File: src/rtl/clk_pkg.sv
// rtl/clk_pkg.sv - shared digit codes and segment patterns for the clock display
package clk_pkg;

  typedef logic [6:0] seg_t;

  localparam int          NUM_DIGITS = 8;
  localparam logic [10:0] DIG_DASH   = 11'd11;
  localparam logic [10:0] DIG_BLANK  = 11'd12;

  // Active-low patterns, bit 6 = g down to bit 0 = a
  localparam seg_t SEG_0    = 7'h40;
  localparam seg_t SEG_1    = 7'h79;
  localparam seg_t SEG_2    = 7'h24;
  localparam seg_t SEG_3    = 7'h30;
  localparam seg_t SEG_4    = 7'h19;
  localparam seg_t SEG_5    = 7'h12;
  localparam seg_t SEG_6    = 7'h02;
  localparam seg_t SEG_7    = 7'h78;
  localparam seg_t SEG_8    = 7'h00;
  localparam seg_t SEG_9    = 7'h10;
  localparam seg_t SEG_DASH = 7'h3F;
  localparam seg_t SEG_OFF  = 7'h7F;

  localparam logic [7:0] AN_OFF = 8'hFF;

endpackage

File: src/rtl/seg7_decode.sv
// rtl/seg7_decode.sv - 11-bit digit code to active-low seven-segment pattern
module seg7_decode
  import clk_pkg::*;
(
  input  logic [10:0] num,
  output logic [6:0]  seg
);

  // Full-width compare so out-of-range codes can never alias onto a digit
  always_comb begin
    seg = SEG_OFF;
    case (num)
      11'd0:     seg = SEG_0;
      11'd1:     seg = SEG_1;
      11'd2:     seg = SEG_2;
      11'd3:     seg = SEG_3;
      11'd4:     seg = SEG_4;
      11'd5:     seg = SEG_5;
      11'd6:     seg = SEG_6;
      11'd7:     seg = SEG_7;
      11'd8:     seg = SEG_8;
      11'd9:     seg = SEG_9;
      DIG_DASH:  seg = SEG_DASH;
      DIG_BLANK: seg = SEG_OFF;
      default:   seg = SEG_OFF;
    endcase
  end

endmodule

File: src/rtl/seg7_scan_driver.sv
// rtl/seg7_scan_driver.sv - eight-digit multiplexed display scan with blanking and blink
module seg7_scan_driver
  import clk_pkg::*;
#(
  parameter int CLK_HZ       = 100_000_000,
  parameter int SCAN_HZ      = 1000,
  parameter int BLANK_CYCLES = 64,
  parameter int BLINK_HZ     = 2
) (
  input  logic        clk,
  input  logic        rst,
  input  logic        enable,
  input  logic [10:0] num,
  input  logic [7:0]  blink_mask,
  output logic [2:0]  light,
  output logic [7:0]  an,
  output logic [6:0]  seg,
  output logic        dp,
  output logic        frame_tick
);

  localparam int DIV  = CLK_HZ / SCAN_HZ;
  localparam int BHP  = CLK_HZ / (2 * BLINK_HZ);
  localparam int SC_W = $clog2(DIV + 1);
  localparam int BC_W = $clog2(BHP + 1);

  localparam logic [SC_W-1:0] SC_LAST    = SC_W'(DIV - 1);
  localparam logic [SC_W-1:0] BLANK_LAST = SC_W'(BLANK_CYCLES - 1);
  localparam logic [BC_W-1:0] BC_LAST    = BC_W'(BHP - 1);
  localparam logic [2:0]      LIGHT_LAST = 3'(NUM_DIGITS - 1);

  localparam logic [0:0] ST_BLANK = 1'b0;
  localparam logic [0:0] ST_SHOW  = 1'b1;

  logic [0:0]      state;
  logic [SC_W-1:0] sc;
  logic [BC_W-1:0] blink_cnt;
  logic            blink_on;
  logic [6:0]      dec_seg;
  logic [7:0]      an_lit;

  seg7_decode u_decode (
    .num (num),
    .seg (dec_seg)
  );

  // Anode pattern for the current digit, re-evaluated every lit cycle so blink edges land promptly
  always_comb begin
    an_lit = ~(8'h01 << light);
    if (blink_mask[light] && !blink_on) an_lit = AN_OFF;
  end

  always_ff @(posedge clk) begin
    if (rst) begin
      state      <= ST_BLANK;
      sc         <= '0;
      light      <= 3'd0;
      an         <= AN_OFF;
      seg        <= SEG_OFF;
      dp         <= 1'b1;
      frame_tick <= 1'b0;
      blink_cnt  <= '0;
      blink_on   <= 1'b1;
    end else begin
      dp <= 1'b1;
      if (blink_cnt == BC_LAST) begin
        blink_cnt <= '0;
        blink_on  <= ~blink_on;
      end else begin
        blink_cnt <= blink_cnt + 1'b1;
      end

      frame_tick <= 1'b0;
      if (!enable) begin
        state <= ST_BLANK;
        sc    <= '0;
        light <= 3'd0;
        an    <= AN_OFF;
        seg   <= SEG_OFF;
      end else if (state == ST_BLANK) begin
        sc <= sc + 1'b1;
        // light has been stable through the dead time, so num has settled by now
        if (sc == BLANK_LAST) begin
          state <= ST_SHOW;
          seg   <= dec_seg;
          an    <= an_lit;
        end
      end else begin
        if (sc == SC_LAST) begin
          state      <= ST_BLANK;
          sc         <= '0;
          light      <= light + 3'd1;
          an         <= AN_OFF;
          seg        <= SEG_OFF;
          frame_tick <= (light == LIGHT_LAST);
        end else begin
          sc <= sc + 1'b1;
          an <= an_lit;
        end
      end
    end
  end

endmodule

File: config.mk
export PLATFORM = sky130hd
export DESIGN_NAME = seg7_scan_driver
export DESIGN_NICKNAME = d
export VERILOG_FILES = /design/src/rtl/clk_pkg.sv /design/src/rtl/seg7_decode.sv /design/src/rtl/seg7_scan_driver.sv
export SDC_FILE = /design/constraint.sdc
export NUM_CORES = 1
export LEC_CHECK = 0
export ABC_AREA = 1
export CELL_PAD_IN_SITES_DETAIL_PLACEMENT = 1
export CELL_PAD_IN_SITES_GLOBAL_PLACEMENT = 1
export CORE_ASPECT_RATIO = 0.7
export CORE_MARGIN = 1
export CORE_UTILIZATION = 41
export CTS_BUF_LIST = sky130_fd_sc_hd__clkbuf_8
export DETAILED_ROUTE_END_ITERATION = 7
export PLACE_DENSITY_LB_ADDON = 0.1
export SYNTH_ARGS = -nofsm -noshare
export SYNTH_HDL_FRONTEND = slang
export SYNTH_HIERARCHICAL = 1
export SYNTH_SLANG_ARGS = --single-unit
File: constraint.sdc
create_clock -name clk -period 2 [get_ports clk]
set_clock_uncertainty 0.1 [all_clocks]
set_input_delay 0.6 -clock clk [delete_from_list [all_inputs] [get_ports clk]]
set_output_delay 0.6 -clock clk [all_outputs]
set_load 0.03 [all_outputs]
==> run_1/clock_nets.png <==
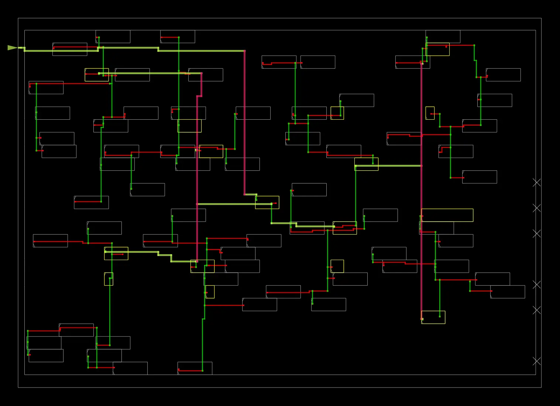
clock buffer count in the final layout: 10
Flop Count: 63
clock latency of the later-clocked register in the worst-skew pair: 0.36 ns
number of buffers created by CTS: 9
power of the clock network: 0.00113 W

==> run_1/clock_wires.png <==
Bar = 20 um.
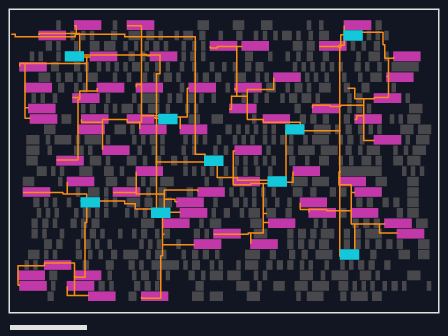
[orange] clock wires | length: 917 um
[cyan] clock-net drivers | count: 9
[magenta] flip-flops | count: 63
routed clock nets	10
part of the power in the clock network: 44.5%

==> run_1/route_heat.png <==
The die is cut into 22 by 16 equal tiles; dark blue is low, red is high, scaled to the fullest tile. Values are wire area over tile area, all layers added.
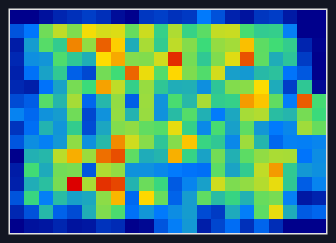
fullest tile	0.41
nearly empty tiles	5.1%
tiles over half the peak	37%
mean over tiles	0.17
Global Route Usage Sum: 23.79%
detailed-route via count: 3345

[run 1: placed cells by master (no fill, tap or decap), drive strengths merged, types with 7 or more instances in the layout]
| master | n |
|---|---|
| dlygate4sd2 | 19 |
| xor2 | 15 |
| o21ai | 15 |
| nand2 | 136 |
| nand3 | 61 |
| clkdlybuf4s50 | 21 |
| a21oi | 19 |
| dfxtp | 63 |
| ha | 14 |
| buf | 15 |
| inv | 65 |
| nor2 | 81 |
| nor3 | 10 |
| nand4 | 7 |
| clkbuf | 10 |
[run 1: routing by layer]
metal | wire length, um | track usage [%]
met1 | 5035 | 32.49
met2 | 4024 | 36.88
met5 | 0 | 0
met4 | 138 | 7.973
met3 | 296 | 5.802
==> run summary, run 1 <==
Implementation results. The flow reports an fmax of 0.5422 GHz. Register bit total from synthesis landed at between 60 and 70. In the synthesized netlist the dominant register cell turns out to be sky130_fd_sc_hd__dfxtp_1.

The internal portion of the total power is 0.001933 W. ~42 I/O pins were placed. Across all stage logs, warnings added up to 35.

Post-CTS repair ended up resizing 19 cells. Per the detail_route report, DRC violations left total 6. For this design, the CTS-stage hold fixing added 0 buffers. For this run, the register share of the synthesized area comes to between 30 and 40%. Total combinational power landed at between 0.0001 and 0.00015 W. Looking at the critical path, the highest net fanout was 2. Ranked by instance count, the synthesized netlist is headed by sky130_fd_sc_hd__nand2_1 (131), sky130_fd_sc_hd__nor2_1 (74), sky130_fd_sc_hd__inv_1 (64). Synthesized area per cell landed at 6.722 um2. Register cell area after layout landed at 1261 um2. STA classifies the critical path startpoint as a flip-flop. The clock period could shrink to around 1.8 ns.

For reference, the critical path is launched at an[1]. The report counts max-capacitance violations totalling 0. Wire length of the first global-routing pass landed at around 16000 um. STA classifies the critical path endpoint as a primary output. Total of plain and repair buffers excluding clock buffers landed at approximately 55. Sequential share of cell area landed at between 20% and 30%.

Total area of multi-input combinational cells landed at 1889 um2. The routed design shows a via density per instance of roughly 4.9. Yosys mapped a number of flops with a built-in enable equal to 0. Measured in cells, the most critical reg-to-reg path has a length of 9.

The checks that failed: DRC. The die is approximately 110 um wide. The register with the most flip-flops in the layout has 25 of them. Number of library cell types mapped by synthesis landed at 31. Row count landed at 27.

Hold slack landed at between 0.3 and 0.4 ns. Placed wire-length estimate landed at 7301 um. The critical path in the final layout is reported with a setup slack of 0.1558 ns. Arrival time of the worst setup path landed at ~1.1 ns. By instance count, the leading cell after synthesis is sky130_fd_sc_hd__nand2_1. Count of instantiated cells in the yosys netlist landed at between 500 and 600. Count of pins over their slew limit landed at 0. In the final design database the tool counted about 610 nets. The run finished, with violations left.

For the final routed database, the setup TNS stands at 0 ns. Logic gate share of total power landed at under 10%. Switching power of the nets landed at approximately 0.00060 W. In this run, the synthesized area fraction spent on AND-OR/OR-AND gates is recorded as roughly 5.4%. Setup slack on the worst path after placement came out at -0.1478 ns.
==> run 2: changes to the inputs <==
==> constraint.sdc (replaced) <==
create_clock -name clk -period 2 [get_ports clk]
set_clock_uncertainty 0.1 [all_clocks]
set_input_delay 0.6 -clock clk [delete_from_list [all_inputs] [get_ports clk]]
set_output_delay 0.6 -clock clk [all_outputs]
set_load 0.1 [all_outputs]
==> run_2/route_heat.png <==
The die is cut into 22 by 16 equal tiles; dark blue is low, red is high, scaled to the fullest tile. Values are wire area over tile area, all layers added.
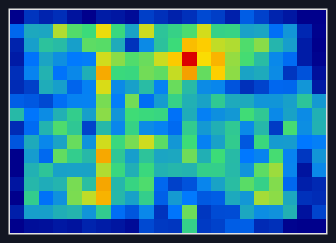
detailed-route via count: 3335
routed wire length: 9259 um
mean routed wirelength per cell: 13.72 um
Global Route Usage Sum: 23.24%

==> run 2 against run 1 <==
Against the previous run: the run still ends with DRC left; setup slack improved by 0.022 ns; non-clock buffer count fell by 2; register-to-register slack got worse by 0.02 ns; critical endpoint is now blink_cnt[7].
==> run summary, run 2 <==
Implementation results. Per the OpenROAD floorplan log, the height of the die is slightly below 80 um. The worst path in the final design needs a cycle of around 1.8 ns, including I/O delays and setup. Of all nets on the critical path, the largest fanout is 18. Routing usage on met2 landed at 34.88%.

Number of top-level pins landed at ~42. Walking the worst path, the cells encountered are ha_1 > nand2_1 > nor2_2 > nand2_1 > nor2_1 > nand2_1 > nand2_2 > buf_12 > nor2_1. By count the netlist is led by sky130_fd_sc_hd__nand2_1 (131), sky130_fd_sc_hd__nor2_1 (74), sky130_fd_sc_hd__inv_1 (64). Arrival time of the worst setup path landed at 1.96 ns. The run finished, with violations left.

Based on the critical path, the design can be clocked at up to roughly 0.55 GHz. Setup repair after global routing left no endpoint under its margin. Sequential cell count landed at 63. Leaving out fill and tap cells, the most frequent cell in the layout is sky130_fd_sc_hd__nand2_1.

Across the whole layout, storage elements make up 28.76% of the cell area. The final reports fail on DRC. The post-CTS hold buffer count recorded in the log is 0. Number of flip-flops in the largest register landed at 25.

Looking at the cell usage after synthesis, the top flip-flop cell is sky130_fd_sc_hd__dfxtp_1. Global routing put the most usage on met2. Number of nets at the end of the flow landed at ~600. Portion of the post-synthesis area used by sequential elements landed at around 37%. Compound-cell area share of the yosys netlist landed at ~5.4%. In this run the cell area of the synthesized design comes to approximately 3400 um2. Total area of multi-input combinational cells landed at 1887 um2. The synthesized netlist contains 31 unique library cells. For this run, design rule violations remaining after detail routing come to 12. Summed over all nets, wire length on met2 after detailed routing comes to 3831 um. Proportion of final cell area spent on non-clock buffers landed at about 16%.

Clock latency reported for the late side of the worst-skew pair landed at 0.35 ns. In the per-layer breakdown of the detailed-route log, met1 shows 4872 um. The flow measured a signed area growth from synthesis to layout of 27.43%. Signal routing reaches up to met4.

Hold is met by 0.3508 ns. Non-clock buffers in the final layout number 53. Clock tree buffer count of the final layout landed at 9. The global routing report lists met1 layer usage as approximately a third. Final worst-path setup slack landed at between 0.15 and 0.2 ns.

Looking at the gate-level netlist, the highest instance count belongs to sky130_fd_sc_hd__nand2_1. In the routed layout, each cell is associated on average with a via count of between 4 and 5. Quantity of gates resized following cts landed at 0. Max-capacitance violation count landed at 0. Total met3 wirelength after detailed routing landed at roughly 470 um.

CTS added clock buffers totalling 9. The floorplan step set the die width to between 100 and 150 um. The number of clock sinks came to between 60 and 70. Counting flops and latches in the post-synthesis netlist gives 63. Buffer depth of the longest clock path landed at 2. Worst slack at placement landed at -0.1445 ns. The top cell types in the final layout, fill and taps aside, are sky130_fd_sc_hd__nand2_1 (131), sky130_fd_sc_hd__nor2_1 (74), sky130_fd_sc_hd__inv_1 (66), sky130_fd_sc_hd__dfxtp_1 (61), sky130_fd_sc_hd__nand3_1 (58). The floorplan has 27 rows. Detailed placement ended at an HPWL of approximately 7300 um. Number of levels in the clock H-tree landed at 3.

The synth_stat.txt file lists the number of cells as roughly 510. The global routing report lists met3 layer usage as under 10%. Register cell area after layout landed at 1264 um2. Synthesized area per cell landed at just under 7 um2.

The final timing report lists a max-slew violation count of 0.
run 2: cell counts after synthesis:
No cell type changed its count.
run 2: where the power goes:
group	internal [W]	leakage, nW	switching [W]
registers	0.00126	0.510	0.00000458
clock network	0.000429	0.0949	0.000506
logic	0.0000729	1.29	0.0000762
run 2: final timing paths:
path	from	cells past startpoint	end	slack, ns
worst max-delay path	blink_cnt[0]	9	blink_cnt[7]	0.18
worst min-delay path	blink_cnt[0]	1	blink_cnt[0]	0.35
worst max register to register	blink_cnt[0]	9	blink_cnt[7]	0.18
worst min register to register	blink_cnt[0]	1	blink_cnt[0]	0.35
==> run 3: changes to the inputs <==
--- a/config.mk
+++ b/config.mk
@@ -14,6 +14,7 @@
 export CTS_BUF_LIST = sky130_fd_sc_hd__clkbuf_8
 export DETAILED_ROUTE_END_ITERATION = 7
 export PLACE_DENSITY_LB_ADDON = 0.1
+export SLEW_MARGIN = 20
 export SYNTH_ARGS = -nofsm -noshare
 export SYNTH_HDL_FRONTEND = slang
 export SYNTH_HIERARCHICAL = 1
==> run_3/ff_map.png <==
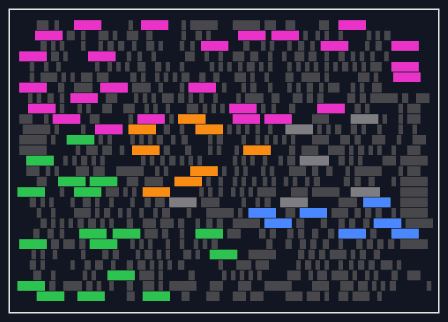
color	name in the netlist	flops
magenta	blink_cnt	25
blue	seg	7
green	sc	17
orange	an	8
not colored	6
fin util: 54.88%
share of the final layout cell area in sequential cells: 28.76%
area taken by flip-flops and latches: 1264 um2
sequential power: 0.00127 W

==> run 3 against run 2 <==
Against the previous run: the run still ends with DRC left; combinational power about the same; cell count unchanged; clock-buffer cell count is the same; critical path depth unchanged; sequential cell count unchanged; critical endpoint unchanged; largest cell class unchanged.
==> run summary, run 3 <==
Implementation results. Total length of routed wires landed at about 9300 um. The worst hold path begins at blink_cnt[0]. Summed over all nets, wire length on met3 after detailed routing comes to about 470 um. Setup slack on the worst path after placement came out at -0.1445 ns. Once detail routing completed, the nets flagged for antenna violations numbered 0. The library cells used most frequently in the layout, excluding fill and tap cells, are sky130_fd_sc_hd__nand2_1 (131), sky130_fd_sc_hd__nor2_1 (74), sky130_fd_sc_hd__inv_1 (66), sky130_fd_sc_hd__dfxtp_1 (61), sky130_fd_sc_hd__nand3_1 (58).

Via count of the first global-routing pass landed at between 3000 and 4000. The run finished, with violations left. At the end of the flow, the number of nets in the layout was 605.

Final worst-path setup slack landed at 0.1780 ns. Measured in cells, the most critical reg-to-reg path has a length of 9. Total iterations of the first detailed-routing run landed at 6. Hold slack landed at between 0.3 and 0.4 ns.

The detailed router reports a met2 wire length of about 3800 um. The routed design shows a wire length per standard cell of between 10 and 15 um. Per the cell usage report, the commonest logic cell in the layout is sky130_fd_sc_hd__nand2_1.

The cell sequence reported for the critical path is ha_1 > nand2_1 > nor2_2 > nand2_1 > nor2_1 > nand2_1 > nand2_2 > buf_12 > nor2_1. The multi-input combinational cells in the finished layout cover a total of ~1900 um2. Endpoint required time on the critical path landed at 2.14 ns. Wire length of the first global-routing pass landed at around 16000 um. Number of top-level pins landed at roughly 42. Count of instantiated cells in the yosys netlist landed at about 500.

The most frequently used library cell after synthesis is sky130_fd_sc_hd__nand2_1. met3 track demand over resource after global routing is under 10%. Per the detail_route report, the via count comes to between 3000 and 4000. Final total negative setup slack landed at 0 ns.

Number of cells on the critical path landed at 9. Arrival time of the worst setup path landed at just under 2 ns. In this run the critical register-to-register path is launched from blink_cnt[0]. The capture point of the worst register-to-register path is recorded as blink_cnt[7]. Buffers inserted during post-CTS setup optimization landed at 0. Number of flip-flops in the largest register landed at 25. Synthesis inferred between 60 and 70 register bits. Global-route track usage on met1 landed at between 30% and 40%. Routed via count divided by cell count landed at between 4 and 5. The floorplan has 27 rows. Routed length on met1 landed at 4872 um. Signal routing reaches up to met4. The number of gates resized after CTS was 0. The flow reports an fmax of approximately 0.55 GHz. Largest fanout on the critical path landed at 18. For hold timing, the worst endpoint is blink_cnt[0].

Max-capacitance violation count landed at 0. The synthesized design devotes to its leading area cell type 36.57% of total area. Cell area after synthesis landed at approximately 3400 um2. Number of buffers created by CTS landed at 9. Layout overhead on the synthesized area landed at 27.43%.

STA classifies the critical path endpoint as a flip-flop. The layer flagged by global routing as most heavily used is met2. The layout has approximately 1000 filler cells. Period utilization landed at 91.10%.

The stage logs contain a warning count of 35. Routing usage on met2 landed at a little over a third. Buffer depth of the longest clock path landed at 2. Number of levels in the clock H-tree landed at 3. The setup check on the worst reg-to-reg path leaves a slack of ~0.18 ns. Averaged over all synthesized cells, the footprint is just under 7 um2. Number of sinks handled by clock tree synthesis landed at 63. The worst setup path is launched from a flip-flop.

The most critical setup path has its endpoint at blink_cnt[7]. The checks that failed: DRC. Count of pins over their slew limit landed at 0. Placed wire-length estimate landed at roughly 7300 um.

Setup repair after global routing left no endpoint under its margin. The commonest register cell is sky130_fd_sc_hd__dfxtp_1. Hold buffer count at cts landed at 0. The floorplan step set the die width to about 110 um. Yosys mapped the design onto 31 distinct sky130hd cell types.

For reference, the top cells by count after synthesis are sky130_fd_sc_hd__nand2_1 (131), sky130_fd_sc_hd__nor2_1 (74), sky130_fd_sc_hd__inv_1 (64). The DRC violation total left in the routed layout is recorded as 12. The final antenna diode tally reported by the flow is 0. Per Yosys stat, the portion of area used by sequential elements is a little over a third.

Worst hold path depth landed at 1. Vertical die dimension landed at just under 80 um. According to the timing report, the critical path is launched from blink_cnt[0]. Number of flops mapped to enable cells by yosys landed at 0.
run 3: cell counts after synthesis:
No cell type changed its count.
run 3: cell type report:
cell class,instances,area share (%)
Clock inverter,7,0.7403
Multi-Input combinational cell,376,42.94
Inverter,66,5.638
Clock buffer,9,2.819
Tap cell,101,2.876
Sequential cell,63,28.76
Timing Repair Buffer,53,16.23
run 3: power by group:
part	internal (W)	switching (W)	leakage (nW)
clock	0.000429	0.000506	0.0949
combinational	0.0000729	0.0000762	1.29
sequential	0.00126	0.00000458	0.510
run 3: kinds of logic (layout without fill, tap and decap cells):
logic type,Yosys count,count (layout),synth area share (%)
compound gates,36,36,5.406
fa+ha+maj,14,14,5.080
flops,63,63,36.57
simple gates,306,306,39.30
other cells,1,1,0.1087
buf+inv,74,135,8.708
xor+xnor,19,19,4.826
Power is estimated from default activity; no workload was simulated.
